$ cat src/rtl/soc_state_dumper.sv
// End-of-program detector and state reader: counts run cycles, spots the halt fetch,
// drains the pipeline, then streams DMEM words and RF entries out over valid/ready.
module soc_state_dumper #(
  parameter int unsigned DMEM_DUMP_WORDS = 20,
  parameter int unsigned RF_DUMP_REGS    = 32,
  parameter int unsigned DRAIN_CYCLES    = 5,
  parameter int unsigned TIMEOUT_CYCLES  = 1000000
) (
  input  logic        clk,
  input  logic        reset,
  input  logic [31:0] inst_from_imem,
  output logic        halt_req,
  output logic [31:0] dmem_rd_addr,
  input  logic [31:0] dmem_rd_data,
  output logic [4:0]  rf_rd_addr,
  input  logic [31:0] rf_rd_data,
  output logic        dump_valid,
  input  logic        dump_ready,
  output logic        dump_src,
  output logic [5:0]  dump_index,
  output logic [31:0] dump_data,
  output logic [31:0] cycle_count,
  output logic        timed_out,
  output logic        done
);

  localparam int unsigned DATA_W  = 32;
  localparam int unsigned IDX_W   = 6;
  localparam int unsigned RF_AW   = 5;
  localparam int unsigned DRAIN_W = $clog2(DRAIN_CYCLES + 2);

  localparam logic [IDX_W-1:0]   DMEM_LAST = IDX_W'(DMEM_DUMP_WORDS - 1);
  localparam logic [IDX_W-1:0]   RF_LAST   = IDX_W'(RF_DUMP_REGS - 1);
  localparam logic [DATA_W:0]    TIMEOUT_X = (DATA_W + 1)'(TIMEOUT_CYCLES);
  localparam logic [DRAIN_W-1:0] DRAIN_LD  = DRAIN_W'(DRAIN_CYCLES);

  typedef enum logic [2:0] {
    S_RUN, S_DRAIN, S_RD_DMEM, S_OUT_DMEM, S_RD_RF, S_OUT_RF, S_DONE
  } state_t;

  state_t             state, state_nxt;
  logic [IDX_W-1:0]   idx, idx_nxt;
  logic [DRAIN_W-1:0] drain_cnt, drain_nxt;
  logic [DATA_W:0]    count_inc;
  logic               halt_fetch, timeout_hit;

  logic               halt_req_nxt, dump_valid_nxt, dump_src_nxt, timed_out_nxt, done_nxt;
  logic [31:0]        dmem_rd_addr_nxt, dump_data_nxt, cycle_count_nxt;
  logic [4:0]         rf_rd_addr_nxt;
  logic [5:0]         dump_index_nxt;

  assign count_inc   = {1'b0, cycle_count} + (DATA_W + 1)'(1);
  assign halt_fetch  = (inst_from_imem == '0);
  assign timeout_hit = (count_inc == TIMEOUT_X);

  // State and registered outputs
  always_ff @(posedge clk) begin
    if (!reset) begin
      state        <= S_RUN;
      idx          <= '0;
      drain_cnt    <= '0;
      halt_req     <= 1'b0;
      dmem_rd_addr <= '0;
      rf_rd_addr   <= '0;
      dump_valid   <= 1'b0;
      dump_src     <= 1'b0;
      dump_index   <= '0;
      dump_data    <= '0;
      cycle_count  <= '0;
      timed_out    <= 1'b0;
      done         <= 1'b0;
    end else begin
      state        <= state_nxt;
      idx          <= idx_nxt;
      drain_cnt    <= drain_nxt;
      halt_req     <= halt_req_nxt;
      dmem_rd_addr <= dmem_rd_addr_nxt;
      rf_rd_addr   <= rf_rd_addr_nxt;
      dump_valid   <= dump_valid_nxt;
      dump_src     <= dump_src_nxt;
      dump_index   <= dump_index_nxt;
      dump_data    <= dump_data_nxt;
      cycle_count  <= cycle_count_nxt;
      timed_out    <= timed_out_nxt;
      done         <= done_nxt;
    end
  end

  // Next state; halt fetch wins over timeout in the same cycle
  always_comb begin
    state_nxt = state;
    case (state)
      S_RUN: begin
        if (halt_fetch)       state_nxt = S_DRAIN;
        else if (timeout_hit) state_nxt = S_RD_DMEM;
      end
      S_DRAIN:    if (drain_cnt == '0) state_nxt = S_RD_DMEM;
      S_RD_DMEM:  state_nxt = S_OUT_DMEM;
      S_OUT_DMEM: if (dump_ready) state_nxt = (idx == DMEM_LAST) ? S_RD_RF : S_RD_DMEM;
      S_RD_RF:    state_nxt = S_OUT_RF;
      S_OUT_RF:   if (dump_ready) state_nxt = (idx == RF_LAST) ? S_DONE : S_RD_RF;
      S_DONE:     state_nxt = S_DONE;
      default:    state_nxt = S_RUN;
    endcase
  end

  // Next values of the datapath and output registers
  always_comb begin
    idx_nxt          = idx;
    drain_nxt        = drain_cnt;
    halt_req_nxt     = halt_req;
    dmem_rd_addr_nxt = dmem_rd_addr;
    rf_rd_addr_nxt   = rf_rd_addr;
    dump_valid_nxt   = dump_valid;
    dump_src_nxt     = dump_src;
    dump_index_nxt   = dump_index;
    dump_data_nxt    = dump_data;
    cycle_count_nxt  = cycle_count;
    timed_out_nxt    = timed_out;
    done_nxt         = done;

    case (state)
      S_RUN: begin
        if (halt_fetch) begin
          drain_nxt = DRAIN_LD;
        end else begin
          cycle_count_nxt = (cycle_count == '1) ? cycle_count : count_inc[DATA_W-1:0];
          if (timeout_hit) timed_out_nxt = 1'b1;
        end
      end
      S_DRAIN: if (drain_cnt != '0) drain_nxt = drain_cnt - DRAIN_W'(1);
      S_RD_DMEM: begin
        dump_valid_nxt = 1'b1;
        dump_src_nxt   = 1'b0;
        dump_index_nxt = idx;
        dump_data_nxt  = dmem_rd_data;
      end
      S_OUT_DMEM: begin
        if (dump_ready) begin
          dump_valid_nxt = 1'b0;
          idx_nxt        = (idx == DMEM_LAST) ? '0 : idx + IDX_W'(1);
        end
      end
      S_RD_RF: begin
        dump_valid_nxt = 1'b1;
        dump_src_nxt   = 1'b1;
        dump_index_nxt = idx;
        dump_data_nxt  = rf_rd_data;
      end
      S_OUT_RF: begin
        if (dump_ready) begin
          dump_valid_nxt = 1'b0;
          idx_nxt        = (idx == RF_LAST) ? idx : idx + IDX_W'(1);
        end
      end
      default: ;
    endcase

    // Read addresses are launched on entry to the read state; data is sampled on the next edge
    if (state_nxt != S_RUN && state_nxt != S_DRAIN) halt_req_nxt = 1'b1;
    if (state_nxt == S_RD_DMEM) dmem_rd_addr_nxt = 32'(idx_nxt) << 2;
    if (state_nxt == S_RD_RF)   rf_rd_addr_nxt   = idx_nxt[RF_AW-1:0];
    if (state_nxt == S_DONE)    done_nxt         = 1'b1;
  end

endmodule
$ cat config.mk
export PLATFORM = sky130hd
export DESIGN_NAME = soc_state_dumper
export DESIGN_NICKNAME = d
export VERILOG_FILES = /design/src/rtl/soc_state_dumper.sv
export SDC_FILE = /design/constraint.sdc
export NUM_CORES = 1
export LEC_CHECK = 0
export CAP_MARGIN = 25
export CORE_UTILIZATION = 42
export CTS_BUF_LIST = sky130_fd_sc_hd__clkbuf_8
export DETAILED_ROUTE_END_ITERATION = 16
export PLACE_DENSITY = 0.79
export SLEW_MARGIN = 20
export SYNTH_ARGS = -nofsm -noshare
export SYNTH_HDL_FRONTEND = slang
export SYNTH_SLANG_ARGS = --single-unit
$ cat constraint.sdc
create_clock -name clk -period 2.6 [get_ports clk]
set_input_delay 0.52 -clock clk [delete_from_list [all_inputs] [get_ports clk]]
set_output_delay 0.52 -clock clk [all_outputs]
set_load 0.01 [all_outputs]
==> results.txt, run 1 <==
The full implementation flow was run.

The flow ran to the end, and the final reports show no timing, DRC or antenna violations. 0 antenna diodes ended up in the layout. After detailed routing, the number of vias per cell comes to 5.508. The synthesized area per cell stands at 7.647 um2. The post-synth tally of flip-flops with integrated enable stands at 0. The number of antenna violations at the first check in global routing was 0. The worst IR drop on VDD stands at 0.1856 mV.

The flow reported a cell area power density of 310.1 nW/um2. The clock transition at the registers of the reported paths stands at 0.10 ns. Multi-input logic gates represent a cell area share of 41.12%. The sequential cell area share stands at 22.93%.

TritonCTS built the clock tree. After layout the clock buffers and inverters come to 1.964% of cell area. The starting density of the core stands at 43.02%.

The pre-CTS setup slack stands at -0.3195 ns. Per the final timing report, the hold violations number 0. Entering global routing, the biggest net connects 73 pins. The fraction of layout cells with a size suffix above 1 stands at 17.09%. The internal power summed over all cells stands at 0.002011 W.

The count of cells along the worst hold path stands at 2. The placement-stage cell area stands at 8280 um2. According to the floorplan report, the placeable core area is 13,240 um2. The number of warnings in the stage logs stands at 30. The switching part of the total stands at 25.14%. The total number of placement rows stands at 42. Summed over all failing endpoints, the final setup total negative slack is 0 ns.

Per the post-route antenna check, the number of violating nets is 0. Data arrives at the worst endpoint at 2.90 ns. The launch point of the worst min-delay path is recorded as dump_index[3]. According to the CTS report, the clock sink count is 98.

The most common logic cell in the final layout is clkdlybuf4s50_1. The first global-routing pass estimated 28.85 mm of wire. Ranked by total area, the top cell class in this layout is multi-input combinational cells. Per STA, the endpoint of the critical path is dmem_rd_addr[5]. The buffer_ports step reported a buffer count of 184.

The clock network power stands at 0.000914 W. The part of the Yosys area used for sequential elements stands at 34.44%. The worst setup skew after layout stands at 0.01230 ns. The slew of the pin with the lowest slew margin stands at 0.8187 ns. The power report attributes to the combinational group a share of 9.9%. The share of async-settable or async-resettable flops after synthesis stands at 0%. The relative contribution of sequential cells to total power stands at 56.1%.

The width of the die stands at 118.5 um. The number of clock-tree buffers in the layout stands at 9. The number of max-cap violations stands at 0. STA classifies the critical path endpoint as a register. Once synthesis finished, the tally of register bits stood at 98. Measured on the finished design, the core utilization comes to 65.44%. The clock H-tree reported by CTS has 3 levels. The final cell count without fillers stands at 1,171.

Setup repair after global routing could not meet its margin everywhere. The detailed router reports a met3 wire length of 1.123 mm. Clock tree synthesis inserted a total of 9 buffers.

The worst-case setup margin in the final layout stands at 0.02684 ns. In this run the clock root is driven by a clkbuf_8. The fmax stands at 0.3886 GHz. After detailed routing, no signal wire sits above met4.

The flip-flop and latch power stands at 0.00151 W. The share of total power dissipated in the clock network is 34.0%. The overall die height stands at 118.5 um. The combinational cell power stands at 0.000266 W. Per the OpenROAD power report, leakage power amounts to 3.118 nW. The final layout report lists a non-clock buffer count of 296. The sum of routed wire segments on met1 stands at 7.827 mm. Counting tap cells, the placed design contains a total of 1,150 instances. The flow inserted 176 tap cells. Hold is met by 0.4588 ns. The critical path starts at cycle_count[1]. The final weighted congestion recorded by global placement is 0.9078.

For this run the aggregate overflow at the end of global routing stands at 0. The share of the clock period used by the worst path after layout stands at 98.97%. In the synthesis report, Yosys lists the chip area as 5697 um2.

The non-clock inverter total of the final layout stands at 8. The maximum buffer depth of the clock tree stands at 2. The tally of filler cells in the layout stands at 1,150. Looking at area per cell type in the netlist, the leader is dfxtp_1.

The residual DRC count stands at 0. The path with the worst hold slack has its endpoint at dump_index[3]. The area taken by multi-input logic gates stands at 3563 um2. The worst register-to-register path ends at dmem_rd_addr[5]. Per the layout area report, the register area comes to 1987 um2. The total die size stands at 14,030 um2.

The switching power stands at 0.0006754 W.
## run 1: kinds of logic after synthesis
group	Yosys count	share of synthesized area, %
buf+inv	95	8.192
mux	2	0.3514
flops	98	34.44
simple gates	339	29.89
xor+xnor	38	5.842
compound gates	167	20.12
fa+ha+maj	5	1.098
other cells	1	0.06583
## run 1: Yosys cell counts (4+ instances only)
master and instances:
ha_1 5, and2_1 7, o211ai_1 5, nor2b_1 5, a211o_1 5, buf_4 26
and3_1 14, o21ai_0 55, nand3_1 29, nand2_1 89, clkbuf_1 50, buf_2 6
dfxtp_1 98, o311a_1 4, nor3_1 16, inv_1 8, a21oi_1 23, or3_1 9
nand3b_1 4, a311oi_1 32, and4_1 6, nand4_1 28, clkbuf_2 4, xor2_1 9
nor2_1 89, a41oi_1 4, or4_1 4, nand2b_1 7, nor4_1 15, a31oi_1 9
xnor2_1 29
## run 1: worst max-delay path: stages (launching register included)
cell and delay [ns]:
dfxtp_4 0.37, ha_4 0.15, and3_4 0.19, nand4_1 0.11
buf_4 0.17, a221o_1 0.41, a2111oi_4 0.23, nand4_1 0.23
or4_1 0.55, nand3_1 0.09
## run 1: flip-flops by register name, summed over array words and instances (netlist names)
| signal | count |
|---|---|
| cycle_count | 32 |
| dump_data | 32 |
| dmem_rd_addr | 6 |
| dump_index | 6 |
| idx | 6 |
| rf_rd_addr | 5 |
| drain_cnt | 3 |
| state | 3 |
| done | 1 |
| dump_src | 1 |
| dump_valid | 1 |
| halt_req | 1 |
| timed_out | 1 |
## run 1: routing by layer
| metal | GRT usage, % | vias to the layer above |
|---|---|---|
| li1 | - | 3139 |
| met2 | 42.06 | 257 |
| met4 | 12.74 | 0 |
| met1 | 31.64 | 3016 |
| met5 | 0 | - |
| met3 | 4.151 | 38 |
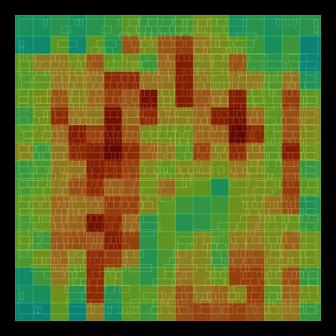
run_1/congestion_map.png
Total GRT Usage: 25.32%
global-route track usage on met3: 4.151%
WL/cell: 15.34 um

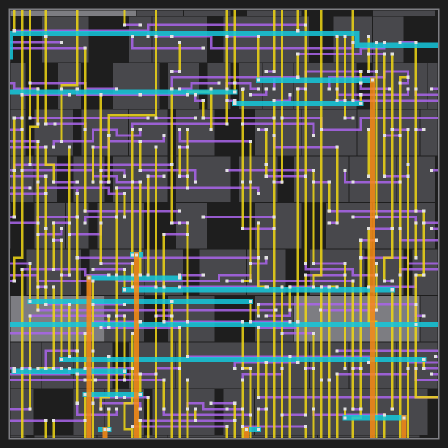
run_1/closeup.png
Window x 17 to 42, y 76 to 101 um. Cells in gray, sequential cells in the stronger gray; small squares are vias.
cyan -> M3
yellow -> M2
orange -> M4
purple -> M1
cells with their middle in the window = 65
sequential cells in the window = 2
most frequent = buf_4 (13), nand4_1 (8)
netlist names of flops here include = cycle_count (2)

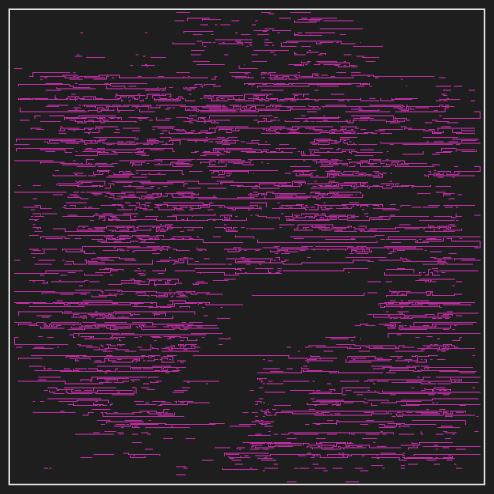
run_1/m1.png
(4 px per um)
share of all routed wire = 44%
nets with wire on the layer = 960
longest straight run = 29.9 um
count of vias placed by the detailed router: 6,450
routed wire length: 17.97 mm
global routing met1 resource utilization: 31.64%

==> run 2, diff against run 1 <==
--- a/config.mk
+++ b/config.mk
@@ -10,6 +10,7 @@
 export CTS_BUF_LIST = sky130_fd_sc_hd__clkbuf_8
 export DETAILED_ROUTE_END_ITERATION = 16
 export PLACE_DENSITY = 0.79
+export RECOVER_POWER = 25
 export SLEW_MARGIN = 20
 export SYNTH_ARGS = -nofsm -noshare
 export SYNTH_HDL_FRONTEND = slang
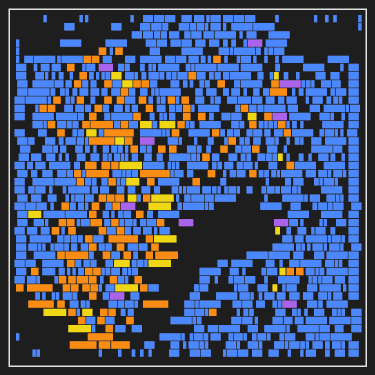
run_2/sizing.png
(3 px per um)
blue -> x1 and smaller  # cells 827, share 83%
orange -> x3 and x4  # cells 133, share 13%
yellow -> x2  # cells 25, share 2.5%
purple -> x6 and larger  # cells 10, share 1.0%
number of ordinary and repair buffers in the finished layout: 296
post-route cell area: 8660 um2
area growth from synthesis to layout: 52.01%
PnR worst setup slack: 0.02286 ns

==> run 2 against run 1 <==
Against the previous run:
- the flow now finishes with violations (capacitance limit, slew limit)
- combinational power about the same
- clock power down 0.5%
- non-clock buffer count unchanged
- global-route usage unchanged
- sequential power barely moved
- count of clock-buffer cells in the layout unchanged
- total power decreased by 0.21%
==> results.txt, run 2 <==
The full implementation flow was run.

In this run the mean area of a mapped cell was 7.647 um2. The delay contributed by the slowest stage of the critical path stands at 0.55 ns. For this block, the routed nets add up to 17.93 mm of wire. After detailed placement, the total cell area comes to 8280 um2.

The placed instance count stands at 1,150. For reference, the critical path cell chain is ha_4 -> nand3_4 -> nor4_4 -> nand4_1 -> a2111oi_4 -> nand4_1 -> or4_1 -> nand3_1. The cell depth of the worst setup path stands at 8. The share of the core area taken by cells at floorplan is 43.02%. The routed layout has 6,432 vias. Looking at hold timing, the worst path starts from dump_index[3]. At the end of the flow, the number of nets in the layout was 1,094. The slew of the pin with the lowest slew margin stands at 1.631 ns. The fmax stands at 0.3880 GHz. Nets still carrying antenna violations after routing amount to 0.

The worst IR drop on VDD stands at 0.1862 mV. The total die size stands at 14,030 um2. The number of max-cap violations stands at 1.

The width of the die stands at 118.5 um. Looking at the worst setup and hold paths, the clock pins of their registers show a slew of 0.10 ns. After synthesis, the design contains 745 cells according to Yosys. According to the floorplan report, the placeable core area is 13,240 um2. No sink is reached through more buffers than the 2 on the longest clock path.

In this run, distinct cell masters in the synthesized netlist total 64. The final cell count without fillers stands at 1,171. The post-route utilization of the core is recorded as 65.39%.

The synthesized design spends more area on one cell type than any other, namely dfxtp_1. The run finished, with violations left. Clock tree synthesis selected as its root buffer the cell clkbuf_8.

The number of global-route vias before repair was 5,940. Setup repair after global routing could not meet its margin everywhere. Synthesis inferred 98 register bits. The global placement routability congestion stands at 0.9078.

Counting instances in the post-synthesis netlist gives the leading cell types as dfxtp_1, nand2_1, nor2_1. The worst register-to-register path has a setup slack of 0.02 ns. The launch point of the worst register-to-register path is recorded as cycle_count[1]. According to the report, the first pass of detailed routing completed in 6 iterations. Yosys printed 0 warnings. Counting only logic cells after layout, the most numerous master is clkdlybuf4s50_1. The part of the Yosys area used for sequential elements stands at 34.44%.

0 antenna diodes ended up in the layout. TritonCTS built the clock tree. The final-layout setup total negative slack stands at 0 ns. STA classifies the critical path endpoint as a register.

Buffers inserted during clock tree synthesis total 9. For reference, the most critical setup path is categorized as register to register. Entering global routing, the biggest net connects 73 pins. The maximum fanout encountered on the critical timing path stands at 5. Looking at the gate-level netlist, the highest instance count belongs to dfxtp_1.

The data arrival time of the critical path stands at 2.90 ns. Per STA, the worst path accumulates the most delay in the family simple AND/OR/NAND/NOR gates. Counting stages on the worst path, the most repeated cell is nand4_1. The total number of placement rows stands at 42. Hold timing on the final database bottoms out at a slack of 0.4552 ns. Yosys reports a chip area of 5697 um2.

The first-pass GRT wire length stands at 28.85 mm. The worst path buffer plus inverter count stands at 0. STA shows the worst min-delay path finishing at dump_index[3]. The fraction of layout cells with a size suffix above 1 stands at 16.88%.

The final timing report lists a max-slew violation count of 73. The top cell types in the final layout, fill and taps aside, are clkdlybuf4s50_1, buf_4, nand2_1, nor2_1, dfxtp_1. The capture point of the critical path was reported as dmem_rd_addr[5]. The post-synth tally of flip-flops with integrated enable stands at 0.

The final count of hold timing violations stands at 0. The remaining global-route overflow stands at 0. The DRC violation total left in the routed layout is recorded as 0. The critical path's slowest stage uses the library cell or4_1. The number of instances in the synthesized netlist stands at 745. Looking at the reg2reg group, the worst path ends at dmem_rd_addr[5]. The overall die height stands at 118.5 um. The routed via count divided by cell count stands at 5.493.

The number of antenna violations at the first check in global routing stands at 0. The count of input and output buffers stands at 184. OpenROAD emitted warnings numbering 30. Total power normalized to cell area comes to 309.6 nW/um2. The final reports fail on capacitance limit, slew limit. According to the timing report, the critical path is launched from cycle_count[1].

The number of clock sinks stands at 98. The share of the clock period used by the worst path after layout stands at 99.12%. In the final layout, the registers with the most flip-flops are cycle_count: 32 flops, dump_data: 32 flops. The shortest clock period the worst path allows after layout stands at 2.577 ns. After synthesis, the share of flip-flops with an asynchronous set or reset is 0%. The count of cells along the worst hold path stands at 2. The routed wire length per instance stands at 15.31 um. The analysis attributes to cell leakage a power of 3.241 nW.

In the final run the clock tree shows a worst skew of 0.01095 ns. The number of levels the H-tree was split into stands at 3. Global routing used 25.32% of the available tracks across all layers.
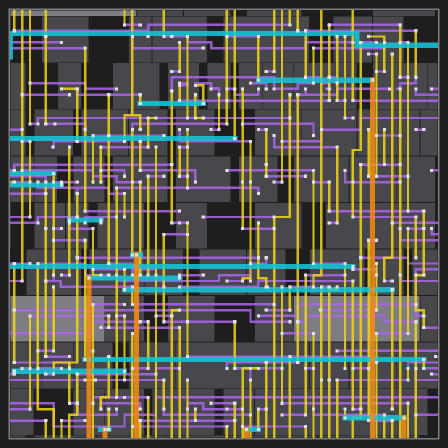
run_2/closeup.png
Window x 17 to 42, y 76 to 101 um. Cells in gray, sequential cells in the stronger gray; small squares are vias.
orange -> M4
purple -> M1
yellow -> M2
cyan -> M3
cells with their middle in the window = 65
netlist names of flops here include = cycle_count (2)
most frequent = buf_4 (13), nand4_1 (8)
sequential cells in the window = 2

[run 2: cell counts after synthesis]
Identical to the previous run, type by type.
[run 2: stage by stage]
step / worst slack, ns / power (W)
floorplan: 0.008512 / 0.001647
global placement: -0.2421 / 0.001797
detailed placement: -0.3195 / 0.001801
CTS: -0.01019 / 0.002714
global route: -0.09091 / 0.002816
finish: 0.02286 / 0.002681
[run 2: cell type report]
class / instances / area (um2)
clock buffer: 9 / 123.9
clock inverter: 7 / 46.29
fill: 1150 / 4583
inverter: 8 / 30.03
multi-input combinational: 577 / 3563
sequential: 98 / 1987
tap: 176 / 220.2
timing repair buffer: 296 / 2689
[run 2: timing repair]
action / CTS / global route
pin swaps: 7 / 17
setup buffers: 2 / 3
setup endpoints to repair: 10 / 13
gates resized: 11 / 24
[run 2: logic make-up (layout without fill, tap and decap cells)]
family / after synthesis / count (layout) / synth area share [%]
AOI/OAI and AO/OA: 167 / 167 / 20.12
other: 1 / 26 / 0.06583
muxes: 2 / 2 / 0.3514
and+or+nand+nor: 339 / 339 / 29.89
adders and majority gates: 5 / 5 / 1.098
buffers and inverters: 95 / 320 / 8.192
xor gates and xnor gates: 38 / 38 / 5.842
DFF: 98 / 98 / 34.44
[run 2: per-layer routing]
| layer | GRT usage (%) | part of all wire (%) | vias to the layer above |
|---|---|---|---|
| li1 | - | - | 3140 |
| met1 | 31.64 | 43 | 3009 |
| met2 | 42.06 | 47 | 244 |
| met3 | 4.151 | 6.3 | 39 |
| met4 | 12.74 | 3.1 | 0 |
| met5 | 0 | 0 | - |
[run 2: where the power goes]
group | total, W | switching (W) | internal (W)
clock | 0.000909 | 0.000565 | 0.000344
sequential | 0.00151 | 0.00000507 | 0.00150
combinational | 0.000265 | 0.000100 | 0.000165
==> run 3, diff against run 2 <==
--- a/config.mk
+++ b/config.mk
@@ -6,6 +6,7 @@
 export NUM_CORES = 1
 export LEC_CHECK = 0
 export CAP_MARGIN = 25
+export CORE_ASPECT_RATIO = 1.2
 export CORE_UTILIZATION = 42
 export CTS_BUF_LIST = sky130_fd_sc_hd__clkbuf_8
 export DETAILED_ROUTE_END_ITERATION = 16
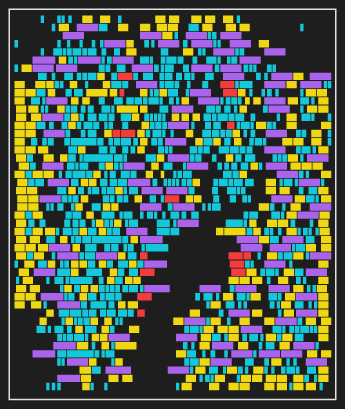
run_3/class_map.png
(3 px per um)
cyan -> remaining logic cells  # cells 585, share of their area 42%
red -> clock drivers and dummy loads  # cells 16, share of their area 2.2%
yellow -> remaining buffers and delay cells  # cells 288, share of their area 32%
purple -> registers  # cells 98, share of their area 24%
post-route cell area: 8567 um2
Core Footprint: 13,240 um2
post-layout utilization of the core: 64.72%

==> run 3 against run 2 <==
Against the previous run:
- the flow still finishes with violations (capacitance limit, slew limit)
- setup slack better by 0.019 ns
- hold slack got worse by 0.0072 ns
- critical path depth is 1 higher
- count of clock-buffer cells in the layout increased by 1
- wire length is 0.17% higher
- via count about the same
- clock skew is 0.0020 ns lower
- global-route usage shrank 0.10 points
- flip-flop count unchanged
==> results.txt, run 3 <==
The full implementation flow was run.

Per the hold report, the tightest min-delay path originates at timed_out. No sink is reached through more buffers than the 2 on the longest clock path. The share of the clock period used by the worst path after layout stands at 98.40%.

STA classifies the critical path endpoint as a register. The share of the Yosys chip area taken by registers is 34.44%. The wire length after detailed routing stands at 17.96 mm. The total number of placement rows stands at 46. The first-pass GRT wire length stands at 28.26 mm.

Hold is met by 0.4480 ns. In this run the cell area measured after placement is 8233 um2. The congestion estimate from routability-driven global placement came to 0.9737. The die is 129.6 um tall. The worst-case setup margin in the final layout stands at 0.04159 ns.

The final-stage net count stands at 1,086. TritonCTS built the clock tree. Once synthesis finished, the tally of register bits stood at 98. The number of antenna violations at the first check in global routing stands at 0. The number of maximum-capacitance violations recorded for the run is 1. The Yosys warning count stands at 0. In the setup report, the worst path falls into the class register to register. The buffer_ports step reported a buffer count of 184. Looking at the critical path, the highest net fanout was 4. Summed over all failing endpoints, the final setup total negative slack is 0 ns. The routed wire length per instance stands at 15.55 um.

Across the routed clock network, the largest skew measured is 0.008937 ns. The final cell count without fillers stands at 1,155. In this build the clock could be raised as far as 0.3909 GHz. The largest total area in the synthesized netlist belongs to dfxtp_1. The final count of hold timing violations stands at 0. The detail route stage leaves a number of antenna-violating nets equal to 0. For this design, the sink count on the clock tree is 98. The total power density per cell area stands at 316.4 nW/um2. The overall power consumption stands at 0.002710 W.

The largest net degree at the start of global routing stands at 73. In this run the clock root is driven by a clkbuf_8. The checks that failed: capacitance limit, slew limit. After detailed placement, the design holds a cell count of 1,132. The pre-CTS setup slack stands at -0.1314 ns. Among logic cells in the layout, the one with the most instances is clkdlybuf4s50_1. The largest registers in the layout are cycle_count: 32 flops, dump_data: 32 flops. The number of global-route vias before repair stands at 5,932. For reference, the critical path is launched at cycle_count[1].

Per the synthesis report, the number of distinct cell types is 64. The clock transition at the registers of the reported paths stands at 0.10 ns. Synthesis produced 745 cells. The synthesized design contains 0 enable-type register cells. Yosys instantiated no cell more often than dfxtp_1. The fraction of layout cells with a size suffix above 1 stands at 15.60%. Subtracting the final worst setup slack from the clock period gives 2.558 ns. Data arrives at the worst endpoint at 2.86 ns.

The worst IR drop on VDD stands at 0.3149 mV. The clock tree synthesis step divided the H-tree into 3 levels. The commonest cells after synthesis are dfxtp_1, nand2_1, nor2_1. The number of buffers inserted during clock tree synthesis stands at 9. The max-slew violation total from the final report stands at 72. The run finished, with violations left. Per the detail_route report, the via count comes to 6,429.
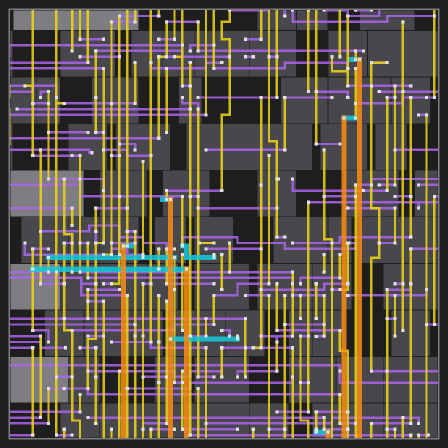
run_3/closeup.png
Window x 15 to 40, y 85 to 110 um. Cells in gray, sequential cells in the stronger gray; small squares are vias.
purple -> M1
orange -> M4
cyan -> M3
yellow -> M2
netlist names of flops here include = cycle_count (1)
sequential cells in the window = 1
cells with their middle in the window = 59
most frequent = buf_4 (10), nand4_1 (8), nor3_1 (5)

[run 3: path summary, 6_finish.rpt]
path	slack, ns	end	depth (start not counted)
max	0.04	dmem_rd_addr[5]	9
min	0.45	timed_out	2
max reg2reg	0.04	dmem_rd_addr[5]	9
min reg2reg	0.45	timed_out	2
[run 3: worst max-delay path: stages (launching register included)]
cell	delay (ns)
dfxtp_2	0.37
ha_4	0.16
and3_4	0.19
nand4_1	0.14
buf_4	0.18
a221o_1	0.40
a2111oi_4	0.22
nand4_1	0.20
or4_1	0.54
nand3_1	0.09
[run 3: repair_timing]
action | CTS | global route
gates resized | 5 | 20
buffers inserted | 1 | 6
setup endpoints to repair | 8 | 8
cloned | 0 | 0
hold buffers | 0 | 0
pin swaps | 6 | 14
[run 3: final cells by class]
type | count | area, um2
Clock buffer | 10 | 137.6
Clock inverter | 6 | 42.54
Fill cell | 1131 | 4671
Inverter | 8 | 30.03
Multi-Input combinational cell | 577 | 3491
Sequential cell | 98 | 1982
Tap cell | 168 | 210.2
Timing Repair Buffer | 288 | 2674
[run 3: cell families after synthesis]
family                   count (synthesis)  share of synthesized area [%]
adder cells (fa/ha/maj)                  5                          1.098
flip-flops                              98                          34.44
AND-OR/OR-AND                          167                          20.12
buffers and inverters                   95                          8.192
AND/OR/NAND/NOR                        339                          29.89
XOR/XNOR                                38                          5.842
other                                    1                        0.06583
multiplexers                             2                         0.3514
[run 3: metal layers]
metal	GRT usage, %	vias up	wire [um]
met5	0	-	0
met4	12.00	0	714
met3	4.779	53	1243
met2	45.19	259	8823
met1	28.61	2988	7178
li1	-	3129	-
[run 3: power by group]
part | internal [W] | switching, W
Sequential | 0.00150 | 0.00000528
Combinational | 0.000172 | 0.0000993
Clock | 0.000372 | 0.000559
Power and IR drop assume default switching activity.
